[config.mk]
export PLATFORM = sky130hd
export DESIGN_NAME = page_table_walker
export DESIGN_NICKNAME = d
export VERILOG_FILES = /design/src/rtl/ptw_pkg.sv /design/src/rtl/ptw_pte_decode.sv /design/src/rtl/page_table_walker.sv
export SDC_FILE = /design/constraint.sdc
export NUM_CORES = 1
export LEC_CHECK = 0
export ABC_AREA = 1
export CELL_PAD_IN_SITES_DETAIL_PLACEMENT = 1
export CELL_PAD_IN_SITES_GLOBAL_PLACEMENT = 2
export CORE_MARGIN = 4
export CORE_UTILIZATION = 25
export CTS_BUF_LIST = sky130_fd_sc_hd__clkbuf_8
export DETAILED_ROUTE_END_ITERATION = 10
export GPL_TIMING_DRIVEN = 0
export PLACE_DENSITY_LB_ADDON = 0.1
export REMOVE_ABC_BUFFERS = 1
export SYNTH_ARGS = -nofsm -noshare
export SYNTH_HDL_FRONTEND = slang
export SYNTH_SLANG_ARGS = --single-unit
export TNS_END_PERCENT = 5
[constraint.sdc]
create_clock -name clk -period 3.72 [get_ports clk]
set_clock_uncertainty 0.2 [all_clocks]
set_input_delay 1.116 -clock clk [delete_from_list [all_inputs] [get_ports clk]]
set_output_delay 1.116 -clock clk [all_outputs]
set_load 0.1 [all_outputs]
[src/rtl/ptw_pkg.sv]
// Shared definitions for the two-level page-table walker: PTE bit positions,
// walker state encoding and PTE classification helpers.
package ptw_pkg;

    localparam int unsigned PTE_V = 0;
    localparam int unsigned PTE_R = 1;
    localparam int unsigned PTE_W = 2;
    localparam int unsigned PTE_X = 3;

    typedef enum logic [2:0] {
        StIdle,
        StL1Req,
        StL1Wait,
        StL0Req,
        StL0Wait,
        StDone
    } ptw_state_e;

    // Helpers take only the four flag bits of a PTE.
    function automatic logic pte_is_leaf(input logic [3:0] flags);
        return flags[PTE_R] | flags[PTE_W] | flags[PTE_X];
    endfunction

    function automatic logic pte_is_fault(input logic [3:0] flags);
        return ~flags[PTE_V] | (flags[PTE_W] & ~flags[PTE_R]);
    endfunction

endpackage

[src/rtl/ptw_pte_decode.sv]
// Combinational PTE decoder: classifies a PTE and extracts the next-level
// table base and the {X,W,R} permission bits.
module ptw_pte_decode
    import ptw_pkg::*;
(
    input  logic [31:0] pte_i,
    output logic        leaf_o,
    output logic        fault_o,
    output logic [31:0] next_base_o,
    output logic [2:0]  perm_o
);

    // Bits [9:4] are reserved/software bits with no meaning to the walker.
    logic [5:0] unused_rsw;
    assign unused_rsw = pte_i[9:4];

    assign leaf_o      = pte_is_leaf(pte_i[3:0]);
    assign fault_o     = pte_is_fault(pte_i[3:0]);
    assign next_base_o = {pte_i[31:10], 10'b0};
    assign perm_o      = {pte_i[PTE_X], pte_i[PTE_W], pte_i[PTE_R]};

endmodule

[src/rtl/page_table_walker.sv]
// Two-level hardware page-table walker: turns one TLB-miss virtual address into
// one or two PTE reads and returns the physical address, permissions and fault.
module page_table_walker
    import ptw_pkg::*;
#(
    parameter int unsigned       ADDR_W    = 32,
    parameter logic [ADDR_W-1:0] ROOT_BASE = 32'h0000_0400
) (
    input  logic              clk,
    input  logic              rst_n,
    input  logic              walk_req_valid_i,
    output logic              walk_req_ready_o,
    input  logic [ADDR_W-1:0] walk_vaddr_i,
    output logic              walk_resp_valid_o,
    input  logic              walk_resp_ready_i,
    output logic [ADDR_W-1:0] walk_paddr_o,
    output logic [2:0]        walk_perm_o,
    output logic              walk_super_o,
    output logic              walk_fault_o,
    output logic              mem_req_valid_o,
    input  logic              mem_req_ready_i,
    output logic [ADDR_W-1:0] mem_addr_o,
    input  logic              mem_resp_valid_i,
    output logic              mem_resp_ready_o,
    input  logic [31:0]       mem_data_i
);

    ptw_state_e        state_q, state_d;
    logic [ADDR_W-1:0] vaddr_q, vaddr_d;
    logic [31:0]       pte_q, pte_d;
    logic              super_q, super_d;
    // Holds walk_req_ready_o low until the first clock after reset release.
    logic              live_q;

    logic        dec_leaf;
    logic        dec_fault;
    logic [31:0] dec_next_base;
    logic [2:0]  dec_perm;
    logic        done_fault;

    ptw_pte_decode u_pte_decode (
        .pte_i       (pte_q),
        .leaf_o      (dec_leaf),
        .fault_o     (dec_fault),
        .next_base_o (dec_next_base),
        .perm_o      (dec_perm)
    );

    // A level-1 pointer never reaches DONE, so a non-leaf in DONE is a level-0 fault.
    assign done_fault = dec_fault | ~dec_leaf;

    always_ff @(posedge clk or negedge rst_n) begin
        if (!rst_n) begin
            state_q <= StIdle;
            live_q  <= 1'b0;
            vaddr_q <= '0;
            pte_q   <= '0;
            super_q <= 1'b0;
        end else begin
            state_q <= state_d;
            live_q  <= 1'b1;
            vaddr_q <= vaddr_d;
            pte_q   <= pte_d;
            super_q <= super_d;
        end
    end

    always_comb begin
        state_d           = state_q;
        vaddr_d           = vaddr_q;
        pte_d             = pte_q;
        super_d           = super_q;
        walk_req_ready_o  = 1'b0;
        walk_resp_valid_o = 1'b0;
        walk_paddr_o      = '0;
        walk_perm_o       = '0;
        walk_super_o      = 1'b0;
        walk_fault_o      = 1'b0;
        mem_req_valid_o   = 1'b0;
        mem_addr_o        = '0;
        mem_resp_ready_o  = 1'b0;

        unique case (state_q)
            StIdle: begin
                walk_req_ready_o = live_q;
                if (walk_req_valid_i && live_q) begin
                    vaddr_d = walk_vaddr_i;
                    state_d = StL1Req;
                end
            end
            StL1Req: begin
                mem_req_valid_o = 1'b1;
                mem_addr_o      = ROOT_BASE + ADDR_W'({vaddr_q[31:22], 2'b00});
                if (mem_req_ready_i) state_d = StL1Wait;
            end
            StL1Wait: begin
                mem_resp_ready_o = 1'b1;
                if (mem_resp_valid_i) begin
                    pte_d = mem_data_i;
                    if (!pte_is_fault(mem_data_i[3:0]) && !pte_is_leaf(mem_data_i[3:0])) begin
                        super_d = 1'b0;
                        state_d = StL0Req;
                    end else begin
                        super_d = 1'b1;
                        state_d = StDone;
                    end
                end
            end
            StL0Req: begin
                mem_req_valid_o = 1'b1;
                mem_addr_o      = dec_next_base + ADDR_W'({vaddr_q[21:12], 2'b00});
                if (mem_req_ready_i) state_d = StL0Wait;
            end
            StL0Wait: begin
                mem_resp_ready_o = 1'b1;
                if (mem_resp_valid_i) begin
                    pte_d   = mem_data_i;
                    super_d = 1'b0;
                    state_d = StDone;
                end
            end
            StDone: begin
                walk_resp_valid_o = 1'b1;
                walk_fault_o      = done_fault;
                if (!done_fault) begin
                    walk_perm_o  = dec_perm;
                    walk_super_o = super_q;
                    walk_paddr_o = super_q ? {pte_q[31:22], vaddr_q[21:0]}
                                           : {pte_q[31:12], vaddr_q[11:0]};
                end
                if (walk_resp_ready_i) state_d = StIdle;
            end
            default: state_d = StIdle;
        endcase
    end

endmodule

**Sequential cells colored by netlist name**

The bar under the picture is 50 um long. Other sequential cells in the stronger gray, the rest of the logic in the fainter gray.
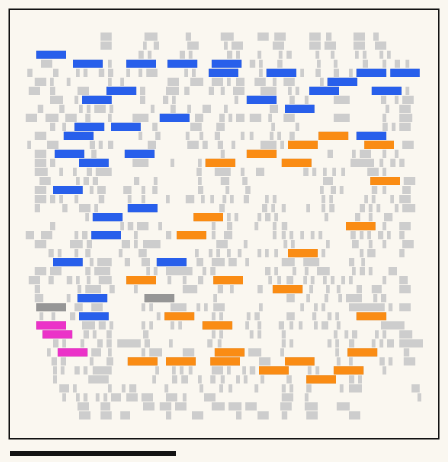
- orange: pte_q (placed flops 26)
- blue: vaddr_q (placed flops 32)
- magenta: state_q (placed flops 3)
- not colored: 2
Flop area: 1577 sq um
Seq/total area: 29.71%
Sequential Power: 1.30 mW
fin util: 37.64%

**Logic cells by family**

The bar under the picture is 50 um long.
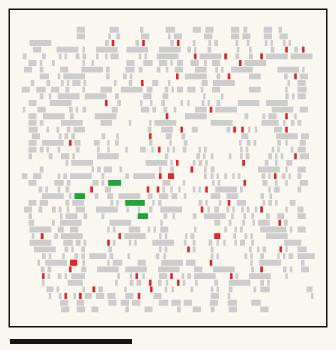
- green: adder and majority cells (cells 4; most used ha_1)
- red: inverters (cells 61; most used inv_1; where widely spread)

==> GITHUB_STEP_SUMMARY <==
## PnR job results

| Metric | Value |
|---|---|
| Num Clock Sinks | `approximately 63` |
| Total congestion overflow | `0` |
| Slew @ Worst Pin | `approximately 0.96 ns` |
| Fin cells | `approximately 830` |
| Tool Warnings | `32` |
| CP peak stage delay | `about 0.62 ns` |
| Top cell category | `combinational gates` |
| Status | `finished clean` |
| Final hold vios | `0` |
| Comb pwr | `~2.4 mW` |
| Post-synth EDFFs | `0` |
| Synth area leader | `dfrtp_1` |
| TAP cells | `180` |
| Layout cells sized above 1 | `around 17%` |
| # hold bufs at CTS | `0` |
| Clock Network Area Fraction | `between 4 and 5%` |
| Final net count | `a little over 700` |
| Nonclk buf count | `roughly 140` |
| Ports | `143` |
| FILL cells | `approximately 1800` |
| Number of global-route vias before repair | `4064` |
| Yosys xor share | `0%` |
| HP Start | `vaddr_q[22]` |
| Setup TNS Final | `0 ns` |
| Finished Cell Area | `5306 sq um` |
| Met3 WL | `~750 um` |
| Synth Seq Share | `~43%` |
| Top cells excl fill/tap | `138 x nand2_1, 97 x nor2_1, 63 x clkdlybuf4s50_1, 63 x dfrtp_1, 56 x inv_1` |
| Max Root-Sink Buffers | `2` |
| Final worst slack | `around 0.13 ns` |
| WHS | `roughly 0.27 ns` |
| RSZ-0062 raised after global routing | `yes` |
| First-pass GRT wire length | `~21 mm` |
| Period minus WS final | `3.590 ns` |
| Post-CTS setup buffers | `0` |
| H-tree levels | `3` |
| Wire length per cell | `~16 um` |
| Clock slew at reported path FFs | `0.07 ns` |
| Worst endpoint required time | `approximately 2.4 ns` |
| Logic family by area | `simple AND/OR/NAND/NOR gates` |
| CP Depth | `4` |
| Die Wd | `129.1 um` |
| CP bufs+invs | `2` |
| Hold WC Path Type | `reg -> reg` |
| CP Class | `reg -> out` |
| Area growth from synthesis to layout | `44.74%` |
| WHS Path Cells | `2` |
| DRC viols | `0` |
| Critical-path top delay cell | `dfrtp_1` |
| R2r endpoint | `pte_q[29]` |
Power figures rest on the tool's default switching activity, not on a simulated workload.
